### config.mk
export PLATFORM = sky130hd
export DESIGN_NAME = kpn_arith_node
export DESIGN_NICKNAME = d
export VERILOG_FILES = /design/src/rtl/kpn_arith_node.sv
export SDC_FILE = /design/constraint.sdc
export NUM_CORES = 1
export LEC_CHECK = 0
export CAP_MARGIN = 5
export CORE_ASPECT_RATIO = 0.5
export CORE_MARGIN = 2
export CORE_UTILIZATION = 55
export CTS_CLUSTER_SIZE = 14
export DETAILED_ROUTE_END_ITERATION = 10
export GPL_TIMING_DRIVEN = 0
export PLACE_DENSITY = 0.88
export RECOVER_POWER = 25
export SYNTH_ARGS = -nofsm -noshare
export SYNTH_HDL_FRONTEND = slang
export SYNTH_SLANG_ARGS = --single-unit
export TNS_END_PERCENT = 5
### constraint.sdc
create_clock -name clk -period 5 [get_ports clk]
set_input_delay 1 -clock clk [delete_from_list [all_inputs] [get_ports clk]]
set_output_delay 1 -clock clk [all_outputs]
set_load 0.005 [all_outputs]
### src/rtl/kpn_arith_node.sv
// kpn_arith_node: NUM_CH input FIFOs feeding one arithmetic firing stage.
// The node fires when every channel holds a token and the output slot is free
// or being read in the same cycle. Each firing pops one head per channel and
// registers one WIDTH-bit result.
module kpn_arith_node #(
  parameter int unsigned WIDTH  = 16,
  parameter int unsigned DEPTH  = 8,
  parameter int unsigned NUM_CH = 2
) (
  input  logic                    clk,
  input  logic                    reset,
  input  logic [NUM_CH-1:0]       wr,
  input  logic [NUM_CH*WIDTH-1:0] entry,
  input  logic [1:0]              mode,
  input  logic                    rd,
  output logic [WIDTH-1:0]        output_1,
  output logic                    out_valid,
  output logic [NUM_CH-1:0]       full,
  output logic [NUM_CH-1:0]       empty,
  output logic                    overflow
);

  localparam int unsigned AW = $clog2(DEPTH);
  localparam int unsigned CW = AW + 1;
  // Wide enough for acc plus four full-scale heads without wrapping.
  localparam int unsigned SW = WIDTH + 3;
  localparam logic [CW-1:0] FullCnt = CW'(DEPTH);

  localparam logic [1:0] ModeSum  = 2'b00;
  localparam logic [1:0] ModeDiff = 2'b01;
  localparam logic [1:0] ModeAcc  = 2'b10;
  localparam logic [1:0] ModeMax  = 2'b11;

  typedef enum logic {StIdle, StFull} state_e;

  logic [WIDTH-1:0] mem_q  [NUM_CH][DEPTH];
  logic [AW-1:0]    rptr_q [NUM_CH];
  logic [AW-1:0]    wptr_q [NUM_CH];
  logic [CW-1:0]    cnt_q  [NUM_CH];
  logic [WIDTH-1:0] head   [NUM_CH];

  state_e           state_q;
  logic [WIDTH-1:0] result_q;
  logic [WIDTH-1:0] acc_q;
  logic             ovf_q;

  logic              fire;
  logic [NUM_CH-1:0] wr_acc;
  logic [SW-1:0]     sum_all;
  logic [SW-1:0]     sum_rest;
  logic [SW-1:0]     acc_sum;
  logic [WIDTH-1:0]  max_v;
  logic [WIDTH-1:0]  diff;
  logic [WIDTH-1:0]  res_d;
  logic              ovf_d;

  // FIFO status flags and head tokens, derived from registered counts/pointers.
  always_comb begin
    full  = '0;
    empty = '0;
    for (int unsigned i = 0; i < NUM_CH; i++) begin
      full[i]  = (cnt_q[i] == FullCnt);
      empty[i] = (cnt_q[i] == '0);
      head[i]  = mem_q[i][rptr_q[i]];
    end
  end

  assign out_valid = (state_q == StFull);
  assign fire      = (~|empty) && (!out_valid || rd);
  // A full channel still accepts a write when the same cycle pops it.
  assign wr_acc    = wr & (~full | {NUM_CH{fire}});

  // Firing datapath: full-precision sums, max and mode-selected result.
  always_comb begin
    sum_all  = '0;
    sum_rest = '0;
    max_v    = head[0];
    for (int unsigned i = 0; i < NUM_CH; i++) begin
      sum_all = sum_all + SW'(head[i]);
      if (i > 0) sum_rest = sum_rest + SW'(head[i]);
      if (head[i] > max_v) max_v = head[i];
    end
    acc_sum = SW'(acc_q) + sum_all;
    diff    = head[0] - sum_rest[WIDTH-1:0];
    res_d   = sum_all[WIDTH-1:0];
    ovf_d   = 1'b0;
    case (mode)
      ModeSum: begin
        res_d = sum_all[WIDTH-1:0];
        ovf_d = |sum_all[SW-1:WIDTH];
      end
      ModeDiff: begin
        res_d = diff;
        ovf_d = (sum_rest > SW'(head[0]));
      end
      ModeAcc: begin
        res_d = acc_sum[WIDTH-1:0];
        ovf_d = |acc_sum[SW-1:WIDTH];
      end
      ModeMax: begin
        res_d = max_v;
        ovf_d = 1'b0;
      end
      default: begin
        res_d = sum_all[WIDTH-1:0];
        ovf_d = 1'b0;
      end
    endcase
  end

  // FIFO storage; contents need no reset because the counts gate every read.
  always_ff @(posedge clk) begin
    for (int unsigned i = 0; i < NUM_CH; i++) begin
      if (wr_acc[i]) mem_q[i][wptr_q[i]] <= entry[i*WIDTH +: WIDTH];
    end
  end

  // FIFO pointers and counts; every channel pops together on a firing.
  always_ff @(posedge clk or posedge reset) begin
    if (reset) begin
      for (int unsigned i = 0; i < NUM_CH; i++) begin
        rptr_q[i] <= '0;
        wptr_q[i] <= '0;
        cnt_q[i]  <= '0;
      end
    end else begin
      for (int unsigned i = 0; i < NUM_CH; i++) begin
        if (wr_acc[i]) wptr_q[i] <= wptr_q[i] + AW'(1);
        if (fire)      rptr_q[i] <= rptr_q[i] + AW'(1);
        cnt_q[i] <= cnt_q[i] + CW'(wr_acc[i]) - CW'(fire);
      end
    end
  end

  // Output slot FSM with registered result, accumulator and sticky overflow.
  always_ff @(posedge clk or posedge reset) begin
    if (reset) begin
      state_q  <= StIdle;
      result_q <= '0;
      acc_q    <= '0;
      ovf_q    <= 1'b0;
    end else begin
      if (fire) begin
        result_q <= res_d;
        if (mode == ModeAcc) acc_q <= acc_sum[WIDTH-1:0];
        if (ovf_d) ovf_q <= 1'b1;
      end
      case (state_q)
        StIdle:  if (fire) state_q <= StFull;
        StFull:  if (rd && !fire) state_q <= StIdle;
        default: state_q <= StIdle;
      endcase
    end
  end

  assign output_1 = result_q;
  assign overflow = ovf_q;

endmodule

==> run notes, run 1 <==
Figures from the implementation reports.

- The run finished, with violations left.
- The final reports fail on negative setup slack.
- The number of instances in the synthesized netlist reads 1003.
- The area of the core is 26400 um^2.
- The initial antenna violation count reads 4.
- The endpoint of the worst hold-timing path is output_1[0].
- The buffer_ports step reported a buffer count of 59.
- The top cell type by total area after synthesis reads edfxtp_1.
- According to the timing report, the data required time at the worst endpoint equals 5.43 ns.
- The CTS buffer count is 27.
- The count of yosys warnings during synthesis reads 0.
- The worst-case setup slack after placement reads -1.20 ns.
- The number of nets produced by synthesis reads 1109.
- The clock root buffer is clkbuf_16.
- The via count of the first global-routing pass is 9363.
- The async set or reset register ratio after synthesis is 17.4%.
- Global routing used 25.7% of the available tracks across all layers.
- The highest clock rate this design can be run at is 195 MHz.
- The count of library flops with an enable pin is 256.
- The depth of the worst register-to-register path is 20.
- The antenna violation net count after detailed routing reads 0.
- The area overhead of the layout relative to synthesis is 19.3%.
- The synthesized area divided by synthesized cell count is 14.8 um^2.
- The final critical path takes up 103% of the cycle.
- The leading cell type by number of instances after synthesis is edfxtp_1.
- The final worst-path setup slack is -0.139 ns.
- The total vias in the final route is 9514.
- In the final design database the tool counted 1257 nets.
- For reference, the most critical setup path is categorized as reg -> reg.
- The relative max-transition margin is 25.4%.
- The clock network latency to the later pin of the worst-skew pair is 0.55 ns.
- The script logs the mean routed wire length per placed instance as 24.6 um.
- The number of warnings in the stage logs is 46.
- Per the finish-stage timing summary, setup violations number 3.
- The area figure in the yosys stat output reads 14800 um^2.
- In the synthesized netlist the dominant register cell turns out to be edfxtp_1.
- Yosys mapped the design onto 62 distinct sky130hd cell types.
- The detail-routed via count per cell reads 6.26.
- The actual transition at the worst max-transition pin reads 1.12 ns.
- The die area reads 28300 um^2.
- The floorplan step set the die width to 236 um.
- The half-perimeter wire length after detailed placement reads 24.9 mm.
- The number of iterations in the first detailed-routing pass is 5.
- The report lists the cells along the critical path as buf_6 -> buf_12 -> mux4_2 -> mux2_4 -> ha_4 -> fa_2 -> nor2b_2 -> o21ai_2 -> a31oi_4 -> a21oi_2 -> buf_4 -> xnor2_2 -> ha_4 -> and3_1 -> o211ai_1 -> a21oi_2 -> o41ai_2 -> o2111ai_1 -> or3_1 -> a211o_1.
- In this design, the stage delay of the slowest critical-path cell is 0.51 ns.
- The launching point of the worst reg2reg path is rptr_q[0].
- The cell area after synthesis is 14800 um^2.
- The final total negative setup slack reads -0.233 ns.
- After clock tree synthesis, the flow added hold-fix buffers numbering 0.
- Routed signal wires occupy layers up through met5.
- The worst hold-check path type reads reg -> reg.
- The clock net sink count is 310.
- In this run the biggest area consumer among cell types represents 51.9% of the synthesized area.
- In the per-layer breakdown of the detailed-route log, met1 shows 15.2 mm.
- The remaining design rule violation count is 0.
- The length of routed met3 wiring reads 2.80 mm.
- The final hold violation count is 0.
- The number of violations reported at the end of detailed-routing iteration 0 reads 978.
- In the final run the clock tree shows a worst skew of 0.0149 ns.
- The placer's final routability congestion estimate is 0.910.
- Counting pins that exceed their max-slew limit in the final report gives 0.
- The max-capacitance violation count is 0.
- The number of standard-cell rows in the floorplan reads 42.
- Setup repair after global routing could not meet its margin everywhere.
- The worst hold path was traced through 2 stages.
- The share of the core filled by cells before placement reads 56.1%.
- The number of synthesized register bits is 310.
- The buffer count from post-CTS setup fixing is 25.
- The H-tree level count reads 1.
- In this run, post-CTS repair resized a total of 77 instances.
- The cell count listed in synth_stat.txt is 1003.
- The vertical die dimension reads 120 um.
- The critical path endpoint category reads a flop.
- TritonCTS built the clock tree.
- The clock-pin slew reported for the worst setup and hold paths after clock tree synthesis is 0.07 ns.
- The shortest period the worst path allows reads 5.14 ns.
- Entering global routing, the biggest net connects 30 pins.
- The signal arrival time at the worst endpoint reads 5.57 ns.
- The worst-path maximum fanout reads 8.
- Looking at the clock tree report, the maximum root-to-sink buffer count equals 3.
- The share of cells above drive strength 1 is 24.8%.
- The total overflow left after global routing is 0.
- By area the synthesized netlist is led by edfxtp_1 52%, mux4_2 9.7%, dfrtp_1 9.1%.
- STA classifies the critical path startpoint as a flop.
- Ranked by instance count, the synthesized netlist is headed by 256 x edfxtp_1, 75 x nand2_1, 64 x mux4_2.
- The critical path's slowest cell is mux4_2.
- The portion of the post-synthesis area used by sequential elements is 61.0%.
- Across all register-to-register paths, the minimum setup slack is -0.14 ns.
- The worst hold path begins at output_1[0].
- The amount of wire on met2 after detailed routing is 18.5 mm.
- The number of placed I/O pins reads 61.
- The total routed wirelength reads 37.4 mm.
- The end of the worst register-to-register path reads overflow.
- The first global-routing pass estimated 54.4 mm of wire.
## run 1: routing by layer
layer,vias to the layer above,GRT usage [%]
li1,4127,-
met1,4832,35.3
met5,-,0
met3,79,3.98
met4,2,7.52
met2,474,43.2
## run 1: critical path: cells and delay by family, from the launching register on
kind,cells,cell delay (ns)
AND/OR/NAND/NOR,3,0.68
buffers and inverters,3,0.45
adder cells (fa/ha/maj),3,0.84
flip-flops,1,0.38
AND-OR/OR-AND,8,1.65
XOR/XNOR,1,0.16
multiplexers,2,0.84
## run 1: per-stage QoR
step	util [%]	hold WS [ns]	cell area, um^2	std cells
floorplan	-	0.456	14800	1003
detailed placement	61.1	0.469	16100	1433
global placement	60.0	0.465	15900	1414
finish	66.9	0.486	17700	1519
global route	66.9	0.516	17700	1519
CTS	65.7	0.484	17400	1495
## run 1: how the worst max path moves through the flow
stage | from | end | slack (ns) | cells past startpoint
final | rptr_q[0] | overflow | -0.14 | 20
after global routing | rptr_q[0] | overflow | -0.26 | 19
after CTS | rptr_q[0] | overflow | -0.04 | 19
after detailed placement | rptr_q[1] | overflow | -1.20 | 19
after global placement | rd | mem_q[0][84] | -1.23 | 6
after floorplan | rptr_q[3] | overflow | 0.02 | 21
## run 1: cell usage in the layout, fill, tap and decap left out, types with 7 or more instances in the layout
cell type / Yosys / final
a21o_1: 7 / 7
clkbuf_1: 28 / 23
ha_1: 62 / 53
nand3_1: 12 / 12
xnor2_1: 35 / 30
nor2_1: 53 / 45
mux2_2: 31 / 26
nor2_2: 0 / 7
buf_2: 17 / 9
o211ai_1: 12 / 12
nor3_1: 13 / 8
edfxtp_1: 256 / 256
xor2_1: 15 / 15
buf_6: 2 / 14
o31ai_1: 11 / 9
inv_1: 39 / 38
clkbuf_16: 0 / 28
dlygate4sd3_1: 0 / 23
buf_4: 0 / 50
dfrtp_1: 54 / 50
nand2b_1: 12 / 12
mux4_2: 64 / 64
nand2_1: 75 / 74
clkdlybuf4s50_1: 0 / 36
o21ai_0: 35 / 32
buf_12: 0 / 8
a211oi_1: 10 / 9
a21oi_1: 43 / 37
mux2i_1: 27 / 21
## run 1: area by class of cell
class / count / area [um^2]
repair buffers: 125 / 1200
multi-input cells: 604 / 5740
inverters: 39 / 146
plain buffers: 44 / 325
flip-flops and latches: 310 / 9040
well taps: 352 / 440
clock inverters: 7 / 40.0
diodes: 3 / 7.51
fillers: 1718 / 8760
clock buffers: 35 / 726
## run 1: sequential cells by signal, indices dropped and copies added, names as in the netlist
name,flops
out_valid,1
cnt_q,8
wptr_q,6
mem_q,256
acc_q,16
overflow,1
output_1,16
rptr_q,6
## run 1: kinds of logic after synthesis
| logic type | share of synthesized area, % |
|---|---|
| AND-OR/OR-AND | 7.64 |
| XOR/XNOR | 2.96 |
| adder cells (fa/ha/maj) | 5.91 |
| buffers and inverters | 2.50 |
| flip-flops | 61.0 |
| multiplexers | 14.0 |
| AND/OR/NAND/NOR | 6.00 |
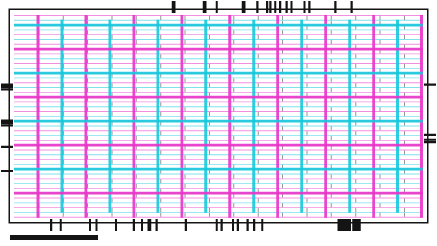
run_1/power_grid.png
Scale bar: 50 um. Pins as bars on the die edge. Tap cells in gray.
| net | color |
|---|---|
| VSS | magenta |
| VDD | cyan |
tap cells: 352
met5 straps: 8
met1 rails: 43
signal pins: 61
met4 straps: 17

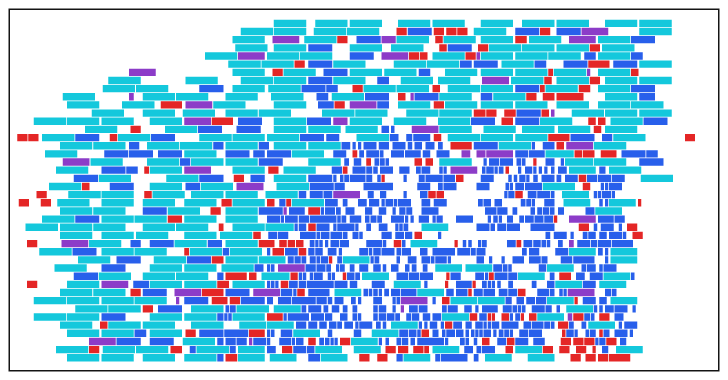
run_1/placement_by_type.png
| class | color | cells |
|---|---|---|
| flops | cyan | 310 |
| other buffers and delay cells | red | 169 |
| clock drivers and dummy loads | purple | 42 |
| combinational and other logic | blue | 643 |

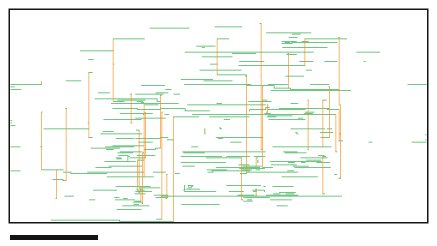
run_1/wires.png
Scale bar: 50 um. Only two layers are drawn.
| layer | color | wire length |
|---|---|---|
| metal 3 | green | 2800 um |
| metal 4 | orange | 982 um |

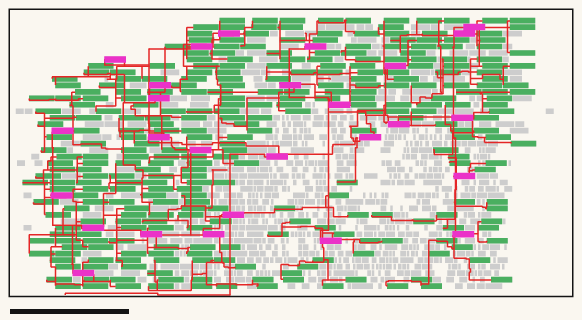
run_1/clk_routes.png
Scale bar: 50 um.
[clock wires] red | length: 3510 um
[clock drivers] magenta | count: 27
[flip-flops] green | count: 310
routed clock nets: 28

run_1/clocks.png
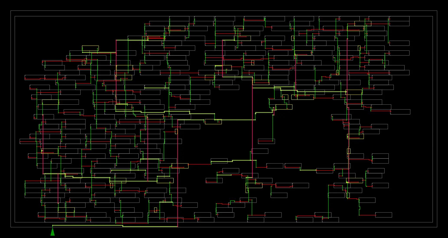

==> run 2, diff against run 1 <==
--- a/config.mk
+++ b/config.mk
@@ -9,12 +9,14 @@
 export CORE_ASPECT_RATIO = 0.5
 export CORE_MARGIN = 2
 export CORE_UTILIZATION = 55
+export CTS_CLUSTER_DIAMETER = 120
 export CTS_CLUSTER_SIZE = 14
 export DETAILED_ROUTE_END_ITERATION = 10
 export GPL_TIMING_DRIVEN = 0
 export PLACE_DENSITY = 0.88
 export RECOVER_POWER = 25
+export SKIP_CTS_REPAIR_TIMING = 1
 export SYNTH_ARGS = -nofsm -noshare
 export SYNTH_HDL_FRONTEND = slang
 export SYNTH_SLANG_ARGS = --single-unit
-export TNS_END_PERCENT = 5
+export TNS_END_PERCENT = 50
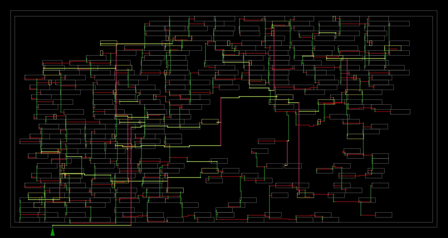
run_2/clocks.png
number of clock buffers in the layout: 45
Clock Sink Count: 310
worst setup skew after layout: 0.0214 ns

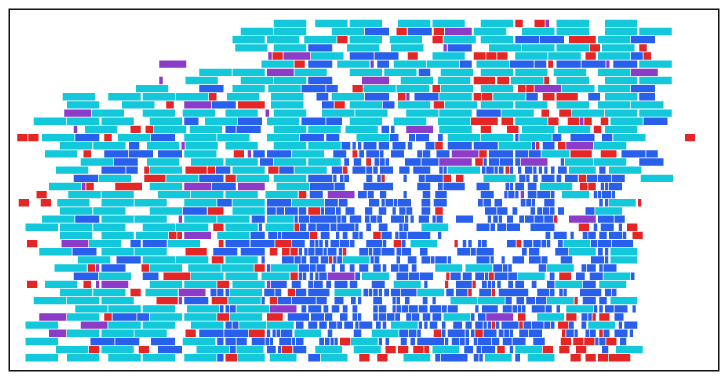
run_2/placement_by_type.png
| class | color | cells |
|---|---|---|
| clock drivers and dummy loads | purple | 47 |
| other buffers and delay cells | red | 170 |
| flops | cyan | 310 |
| combinational and other logic | blue | 643 |

==> run 2 against run 1 <==
  * The flow still finishes with violations (negative setup slack)
  * Register-to-register slack got worse by 0.095 ns
  * Synthesized cell count unchanged
  * Critical path depth is 1 lower
  * First-iteration DRC count decreased by 9.0%
  * Clock skew up 0.0065 ns
  * Sequential cell count unchanged
  * Clock-buffer cell count up 10
  * Die area is the same
  * Synthesized area stayed put
  * Critical path type unchanged
  * Largest cell class unchanged
==> run notes, run 2 <==
Figures from the implementation reports.

- The cell count listed in synth_stat.txt came to 1003 (unchanged).
- The async set or reset register ratio after synthesis is 17.4% (unchanged).
- The total routed wirelength is 37.7 mm (+0.72%).
- The count of port buffers added during placement reads 59 (unchanged).
- The final hold violation count reads 0 (unchanged).
- By area the synthesized netlist is led by edfxtp_1 52%, mux4_2 9.7%, dfrtp_1 9.1%.
- The detail-routed via count per cell was 6.19 (-1.1%).
- The data required time at the worst endpoint reads 5.44 ns (about the same).
- The final worst-path cycle share came to 105% (+1.9 points).
- The area overhead of the layout relative to synthesis is 20.1%.
- The relative max-transition margin is 25.4% (about the same).
- The root buffer cell chosen for the clock tree is clkbuf_16.
- The number of iterations in the first detailed-routing pass was 5 (unchanged).
- The vertical die dimension is 120 um (unchanged).
- The most frequent logic cell in the layout is edfxtp_1.
- The die area is 28300 um^2 (unchanged).
- The worst hold-check path type is reg -> reg.
- Yosys reports that the most numerous cell types are 256 x edfxtp_1, 75 x nand2_1, 64 x mux4_2.
- The number of different library cells in the post-synthesis netlist is 62 (unchanged).
- The half-perimeter wire length after detailed placement is 24.9 mm (unchanged).
- The number of standard-cell rows in the floorplan was 42 (unchanged).
- The number of nets produced by synthesis is 1109 (unchanged).
- The type of the setup path with the least slack reads reg -> reg.
- The global-route wire length before repair is 53.9 mm (-0.98%).
- The worst setup path is captured at a flop.
- The filler cell count is 1710 (-0.47%).
- The horizontal die size reads 236 um (unchanged).
- The number of synthesized register bits reads 310 (unchanged).
- The final setup violation count was 3 (unchanged).
- The number of violations reported at the end of detailed-routing iteration 0 reads 890 (-9.0%).
- The via count of the first global-routing pass is 9242 (-1.3%).
- The run finished, with violations left.
- The area of the core reads 26400 um^2 (unchanged).
- The share of the core filled by cells before placement reads 56.1% (unchanged).
- The actual transition at the worst max-transition pin is 1.11 ns (-0.00678 ns).
- The signal arrival time at the worst endpoint is 5.68 ns (+0.11 ns).
- The antenna violation net count after detailed routing is 0 (unchanged).
- The fraction of synthesized cell area taken by the top area cell type reads 51.9% (unchanged).
- The share of cells above drive strength 1 is 25.0% (+0.13 points).
- The worst-path maximum fanout is 7 (-1).
- The checks that failed: negative setup slack.
- The antenna diode instance count was 0 (-3).
- The number of instances in the synthesized netlist reads 1003 (unchanged).
- The portion of the post-synthesis area used by sequential elements is 61.0% (unchanged).
- The flip-flop count of the largest register, all copies and words added is 256 (unchanged).
- The depth of the worst register-to-register path reads 19 (-5.0%).
- The max-capacitance violation count is 0 (unchanged).
- The average wire length per cell after detail routing is 24.8 um (+0.52%).
- The shortest period the worst path allows is 5.23 ns (+0.0954 ns).
- The count of yosys warnings during synthesis is 0 (unchanged).
- The maximum number of buffers from clock root to sink came to 3 (unchanged).
- The clock network latency to the later pin of the worst-skew pair was 0.57 ns (+0.02 ns).
- The initial antenna violation count reads 2 (-2).
- The number of slew-limit violations in the final report reads 0 (unchanged).
- The startpoint class of the critical path reads a flop.
- The synthesis report names the predominant flop master as edfxtp_1.
- The final worst-path setup slack reads -0.235 ns (-0.0954 ns).
- The leftover overflow at the end of global routing was 0 (unchanged).
- The maximum number of pins on one net before global-route repair reads 30 (unchanged).
- The top cell type by total area after synthesis reads edfxtp_1.
- The area figure in the yosys stat output is 14800 um^2 (unchanged).
- The CTS buffer count is 26 (-3.7%).
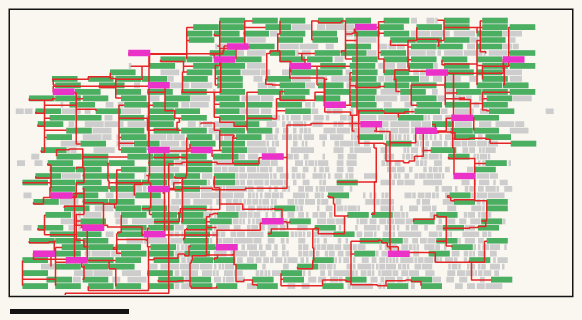
run_2/clk_routes.png
Scale bar: 50 um.
[clock wires] red | length: 3520 um
[clock drivers] magenta | count: 26
[flip-flops] green | count: 310
routed clock nets: 27

==> run 2: cell counts after synthesis <==
Identical to the previous run, type by type.
==> run 2: logic make-up after synthesis <==
family | after synthesis | synth area share (%)
AND/OR/NAND/NOR | 196 | 6.00
flip-flops | 310 | 61.0
XOR/XNOR | 50 | 2.96
adder cells (fa/ha/maj) | 67 | 5.91
AND-OR/OR-AND | 168 | 7.64
buffers and inverters | 89 | 2.50
multiplexers | 123 | 14.0
==> run 2: final cells by class <==
class	count	area, um^2	area share (%)
clock inverters	2	46.3	0.260
repair buffers	126	1280	7.20
flip-flops and latches	310	9040	50.8
multi-input cells	604	5790	32.5
inverters	39	146	0.823
plain buffers	44	323	1.81
clock buffers	45	722	4.06
well taps	352	440	2.48
==> run 2: final timing paths <==
path	slack, ns	start	endpoint
worst max register to register	-0.23	rptr_q[0]	overflow
worst min-delay path	0.48	output_1[0]	output_1[0]
worst max-delay path	-0.23	rptr_q[0]	overflow
min in group asynchronous	0.86	reset	output_1[8]
max in group asynchronous	3.55	reset	rptr_q[4]
worst min register to register	0.48	output_1[0]	output_1[0]
==> run 2: stage by stage <==
step / worst slack [ns] / std cells / setup TNS (ns) / area (um^2)
detailed placement: -1.20 / 1433 / -11.00 / 16100
floorplan: 0.0154 / 1003 / 0 / 14800
finish: -0.235 / 1522 / -0.407 / 17800
global route: -0.394 / 1522 / -1.21 / 17800
global placement: -1.23 / 1414 / -65.07 / 15900
CTS: -1.32 / 1480 / -12.94 / 16900
==> run 2: routing by layer <==
metal / vias up / part of all wire [%] / global-route usage [%]
met4: 2 / 2.5 / 6.69
met5: - / 0.034 / 0
li1: 4137 / - / -
met3: 81 / 7.2 / 4.05
met2: 434 / 49 / 42.3
met1: 4773 / 41 / 35.3
==> run 2: critical path: stages (launching register included) <==
cell       delay, ns
dfrtp_1         0.40
buf_8           0.18
buf_12          0.14
mux4_2          0.52
mux2_4          0.31
ha_2            0.21
fa_2            0.36
nor2b_2         0.18
o21ai_2         0.27
a31oi_4         0.17
a211oi_4        0.37
xor2_1          0.25
ha_1            0.32
o21a_1          0.15
nand2_1         0.09
a21oi_2         0.06
o41ai_2         0.39
o2111ai_1       0.15
or3_1           0.33
a211o_1         0.26
